`src/rtl/gf_inv_8_seq_pkg.sv`:
```
// Shared types and GF(2^2) primitives for the sequential Canright GF(2^8) inverter.
// GF(2^2) elements use the normal basis [W^2, W]; the shared-factor inputs are the pair's bit sums.
package gf_inv_8_seq_pkg;

    typedef enum logic [2:0] {
        ST_IDLE  = 3'd0,
        ST_THETA = 3'd1,
        ST_INV   = 3'd2,
        ST_MULH  = 3'd3,
        ST_MULL  = 3'd4,
        ST_DONE  = 3'd5
    } state_t;

    function automatic logic [1:0] gf_mul2(input logic [1:0] x, input logic xs,
                                           input logic [1:0] y, input logic ys);
        logic t;
        t = xs & ys;
        return {(x[1] & y[1]) ^ t, (x[0] & y[0]) ^ t};
    endfunction

    // Product already scaled by N = W^2.
    function automatic logic [1:0] gf_mul2_scl_n(input logic [1:0] x, input logic xs,
                                                 input logic [1:0] y, input logic ys);
        logic t;
        t = x[0] & y[0];
        return {(xs & ys) ^ t, (x[1] & y[1]) ^ t};
    endfunction

    function automatic logic [1:0] gf_sq2(input logic [1:0] x);
        return {x[0], x[1]};
    endfunction

    function automatic logic [1:0] gf_scl_w2(input logic [1:0] x);
        return {x[1] ^ x[0], x[1]};
    endfunction

endpackage

```
`src/rtl/gf_inv_4.sv`:
```
// GF(2^4) inverse over GF(2^2), normal basis; 0 maps to 0.
module gf_inv_4
    import gf_inv_8_seq_pkg::*;
(
    input  logic [3:0] x_i,
    output logic [3:0] y_o
);
    logic [1:0] a;
    logic [1:0] b;
    logic [1:0] c;
    logic [1:0] d;
    logic       sa;
    logic       sb;
    logic       sd;

    assign a  = x_i[3:2];
    assign b  = x_i[1:0];
    assign sa = ^a;
    assign sb = ^b;
    // c = a*b ^ N*(a^b)^2, folded into gate form
    assign c  = {(a[1] | b[1]) ^ (sa & sb), (sa | sb) ^ (a[0] & b[0])};
    assign d  = gf_sq2(c);
    assign sd = ^d;
    assign y_o = {gf_mul2(d, sd, b, sb), gf_mul2(d, sd, a, sa)};
endmodule

```
`src/rtl/gf_muls_4.sv`:
```
// GF(2^4) multiplier over GF(2^2), normal basis, with externally supplied shared factors.
module gf_muls_4
    import gf_inv_8_seq_pkg::*;
(
    input  logic [3:0] x_i,
    input  logic [1:0] xs_i,
    input  logic       xl_i,
    input  logic       xh_i,
    input  logic       xx_i,
    input  logic [3:0] y_i,
    input  logic [1:0] ys_i,
    input  logic       yl_i,
    input  logic       yh_i,
    input  logic       yy_i,
    output logic [3:0] q_o
);
    logic [1:0] ph;
    logic [1:0] pl;
    logic [1:0] ps;

    assign ph  = gf_mul2(x_i[3:2], xh_i, y_i[3:2], yh_i);
    assign pl  = gf_mul2(x_i[1:0], xl_i, y_i[1:0], yl_i);
    assign ps  = gf_mul2_scl_n(xs_i, xx_i, ys_i, yy_i);
    assign q_o = {ph ^ ps, pl ^ ps};
endmodule

```
`src/rtl/gf_muls_prep_4.sv`:
```
// Shared-factor operand prep for one GF(2^4) multiplier input: X -> {a, Xh, Xl, aa}.
module gf_muls_prep_4 (
    input  logic [3:0] x_i,
    output logic [1:0] s_o,
    output logic       h_o,
    output logic       l_o,
    output logic       ss_o
);
    assign s_o  = x_i[3:2] ^ x_i[1:0];
    assign h_o  = ^x_i[3:2];
    assign l_o  = ^x_i[1:0];
    assign ss_o = ^s_o;
endmodule

```
`src/rtl/gf_sq_scl_4.sv`:
```
// GF(2^4) square-and-scale by nu, normal basis [alpha^8, alpha^2].
module gf_sq_scl_4
    import gf_inv_8_seq_pkg::*;
(
    input  logic [3:0] x_i,
    output logic [3:0] q_o
);
    assign q_o = {gf_sq2(x_i[3:2] ^ x_i[1:0]), gf_scl_w2(gf_sq2(x_i[1:0]))};
endmodule

```
`src/rtl/gf_inv_8_seq.sv`:
```
// Multi-cycle GF(2^8) inverter (Canright, normal basis) reusing one GF(2^4) multiplier for all three products.
// Result 3+REG_INV cycles after accept, one per 5+REG_INV cycles; out_data held until out_ready.
module gf_inv_8_seq
    import gf_inv_8_seq_pkg::*;
#(
    parameter int unsigned REG_INV = 0
) (
    input  logic       clk_i,
    input  logic       rst_i,
    input  logic       in_valid_i,
    output logic       in_ready_o,
    input  logic [7:0] in_data_i,
    output logic       out_valid_o,
    input  logic       out_ready_i,
    output logic [7:0] out_data_o
);
    state_t     state_q, state_d;
    logic [7:0] a_q, a_d;
    logic [3:0] d_q, d_d;
    logic [3:0] theta_q, theta_d;
    logic [7:0] out_q, out_d;
    logic       out_vld_q, out_vld_d;

    logic [3:0] op_x, op_y;
    logic [1:0] x_s, y_s;
    logic       x_h, x_l, x_ss;
    logic       y_h, y_l, y_ss;
    logic [3:0] prod;
    logic [3:0] sq_scl;
    logic [3:0] theta;
    logic [3:0] inv_in;
    logic [3:0] inv_out;

    // Operands depend on state only; idle states park the multiplier at zero.
    always_comb begin
        op_x = '0;
        op_y = '0;
        case (state_q)
            ST_THETA: begin op_x = a_q[7:4]; op_y = a_q[3:0]; end
            ST_MULH:  begin op_x = d_q;      op_y = a_q[3:0]; end
            ST_MULL:  begin op_x = d_q;      op_y = a_q[7:4]; end
            default:  ;
        endcase
    end

    gf_muls_prep_4 u_prep_x (.x_i(op_x), .s_o(x_s), .h_o(x_h), .l_o(x_l), .ss_o(x_ss));
    gf_muls_prep_4 u_prep_y (.x_i(op_y), .s_o(y_s), .h_o(y_h), .l_o(y_l), .ss_o(y_ss));

    gf_muls_4 u_mul (
        .x_i (op_x), .xs_i(x_s), .xl_i(x_l), .xh_i(x_h), .xx_i(x_ss),
        .y_i (op_y), .ys_i(y_s), .yl_i(y_l), .yh_i(y_h), .yy_i(y_ss),
        .q_o (prod)
    );

    gf_sq_scl_4 u_sq_scl (.x_i(a_q[7:4] ^ a_q[3:0]), .q_o(sq_scl));

    assign theta  = sq_scl ^ prod;
    assign inv_in = (REG_INV != 0) ? theta_q : theta;

    gf_inv_4 u_inv (.x_i(inv_in), .y_o(inv_out));

    always_comb begin
        state_d   = state_q;
        a_d       = a_q;
        d_d       = d_q;
        theta_d   = theta_q;
        out_d     = out_q;
        out_vld_d = out_vld_q;
        case (state_q)
            ST_IDLE: begin
                if (in_valid_i) begin
                    a_d     = in_data_i;
                    state_d = ST_THETA;
                end
            end
            ST_THETA: begin
                if (REG_INV != 0) begin
                    theta_d = theta;
                    state_d = ST_INV;
                end else begin
                    d_d     = inv_out;
                    state_d = ST_MULH;
                end
            end
            ST_INV: begin
                d_d     = inv_out;
                state_d = ST_MULH;
            end
            ST_MULH: begin
                out_d[7:4] = prod;
                state_d    = ST_MULL;
            end
            ST_MULL: begin
                out_d[3:0] = prod;
                out_vld_d  = 1'b1;
                state_d    = ST_DONE;
            end
            ST_DONE: begin
                if (out_ready_i) begin
                    out_vld_d = 1'b0;
                    state_d   = ST_IDLE;
                end
            end
            default: begin
                out_vld_d = 1'b0;
                state_d   = ST_IDLE;
            end
        endcase
    end

    always_ff @(posedge clk_i) begin
        if (rst_i) begin
            state_q   <= ST_IDLE;
            a_q       <= '0;
            d_q       <= '0;
            theta_q   <= '0;
            out_q     <= '0;
            out_vld_q <= 1'b0;
        end else begin
            state_q   <= state_d;
            a_q       <= a_d;
            d_q       <= d_d;
            theta_q   <= theta_d;
            out_q     <= out_d;
            out_vld_q <= out_vld_d;
        end
    end

    assign in_ready_o  = (state_q == ST_IDLE);
    assign out_valid_o = out_vld_q;
    assign out_data_o  = out_q;
endmodule

```
`config.mk`:
```
export PLATFORM = sky130hd
export DESIGN_NAME = gf_inv_8_seq
export DESIGN_NICKNAME = d
export VERILOG_FILES = /design/src/rtl/gf_inv_8_seq_pkg.sv /design/src/rtl/gf_inv_4.sv /design/src/rtl/gf_muls_4.sv /design/src/rtl/gf_muls_prep_4.sv /design/src/rtl/gf_sq_scl_4.sv /design/src/rtl/gf_inv_8_seq.sv
export SDC_FILE = /design/constraint.sdc
export NUM_CORES = 1
export LEC_CHECK = 0
export CAP_MARGIN = 5
export CORE_UTILIZATION = 54
export CTS_CLUSTER_SIZE = 8
export DETAILED_ROUTE_END_ITERATION = 7
export PLACE_DENSITY = 0.89
export SETUP_SLACK_MARGIN = 0.3
export SKIP_LAST_GASP = 1
export SYNTH_ARGS = -nofsm -noshare
export SYNTH_HDL_FRONTEND = slang
export SYNTH_HIERARCHICAL = 1
export SYNTH_SLANG_ARGS = --single-unit
```
`constraint.sdc`:
```
create_clock -name clk_i -period 3.65 [get_ports clk_i]
set_input_delay 0.73 -clock clk_i [delete_from_list [all_inputs] [get_ports clk_i]]
set_output_delay 0.73 -clock clk_i [all_outputs]
set_load 0.01 [all_outputs]
```
Supply network:
Bar = 20 um. Pins as bars on the die edge.
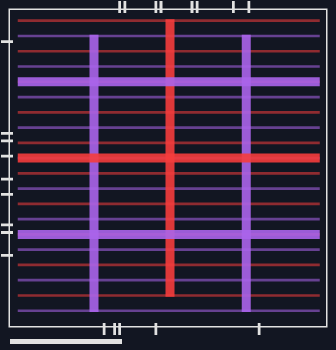
- purple: VSS
- red: VDD
- met4 straps: 3
- rows: 19
- met5 straps: 3
- met1 rails: 20
- signal pins: 22
worst vdd ir: 0.376 mV
Die X: 56.3 um
core area: 2780 sq um
die height: 56.3 um

==> flow_summary.yaml <==
# implementation run metrics
logic_synthesis:
  avgSynthCellArea_sq_um: 8.43
  edf_count: 0
  synthXorXnorAreaFrac: 0.191
  yosysMostFrequentCell: "nand2_1"
  synthFlopType: "dfxtp_1"
  common_cells: "31 x nand2_1, 24 x dfxtp_1, 22 x xor2_1"
  synthAoiAreaFrac: 0.0982
  yosysTopAreaCellShare: 0.302
setup_path:
  crit_chain: "nor3b_4 -> nand2_1 -> o21ai_1 -> xor2_1 -> nand2_2 -> xor2_2 -> xnor2_1 -> xor2_2 -> nor2b_1 -> o21ai_0 -> o21ai_0 -> nand2b_1 -> mux2i_1"
  cp_num_buf_inv: 0
  r2r_setup_slack_ps: 570
  timing.rr.end: "d_q[2]$_SDFFE_PP0P_"
  endpoint: "d_q[2]$_SDFFE_PP0P_"
  criticalPathCategory: "register to register"
  cp_num_cells: 13
power:
  power.density_nw_per_um2: 442
  clockPowerShare: 0.139
  maxPowerGroup: "combinational logic"
  switchingPower_w: 0.000316
clocking:
  clockRootBuffer: "clkbuf_4"
  cts_tree: "built"
  postCtsSetupRepairBufs: 0
  clk_path_buf_depth: 2
  worstSkewPairLatency_ps: 310
status:
  status: "finished, final reports clean"
global_routing:
  use_met1: 0.265
  globalRouteOverflowTotal: 0
  grtUsageMet2: 0.354
  grt_start_max_net_pins: 29
finish:
  lay_top_count: "nand2_1"
  areaGrowthSynthToFinish_pct: 15.5
  flops: 24
  sh_comb_area: 0.571
  clock_area_frac: 0.0122
  final-nonclk-buf-share: 0.131
  logic_area_sq_um: 1050
  drive_above_1_share: 0.107
  instances_no_fill: 236
  antenna_cells: 0
route:
  wirelength_met1_mm: 1.44
  firstDrtPassIters: 4
  wl_per_cell_um: 13.3
  route.detailed.drc: 0
sta:
  hold_viol: 0
  min_period_ps: 3080
  fin_crit_sh: 0.843
  fmax_mhz: 325
floorplanning:
  tap_cells: 31
placed_design:
  dp_slack_ps: 218
job:
  tool_warnings: 26
min_path:
  hp-class: "register to register"
Cell classes on the final placement:
Fill, decap, tap and diode cells in grey.
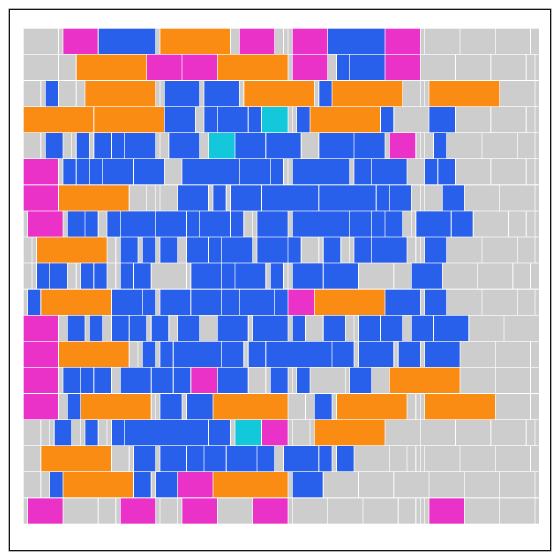
- magenta: remaining buffers and delay cells (cells 25)
- cyan: clock drivers (cells 3)
- orange: sequential cells (cells 24)
- blue: combinational and other logic (cells 153)
Seq area share: 0.263
final core utilization: 0.661
Core Rows: 19

Power is estimated from default activity; no workload was simulated.
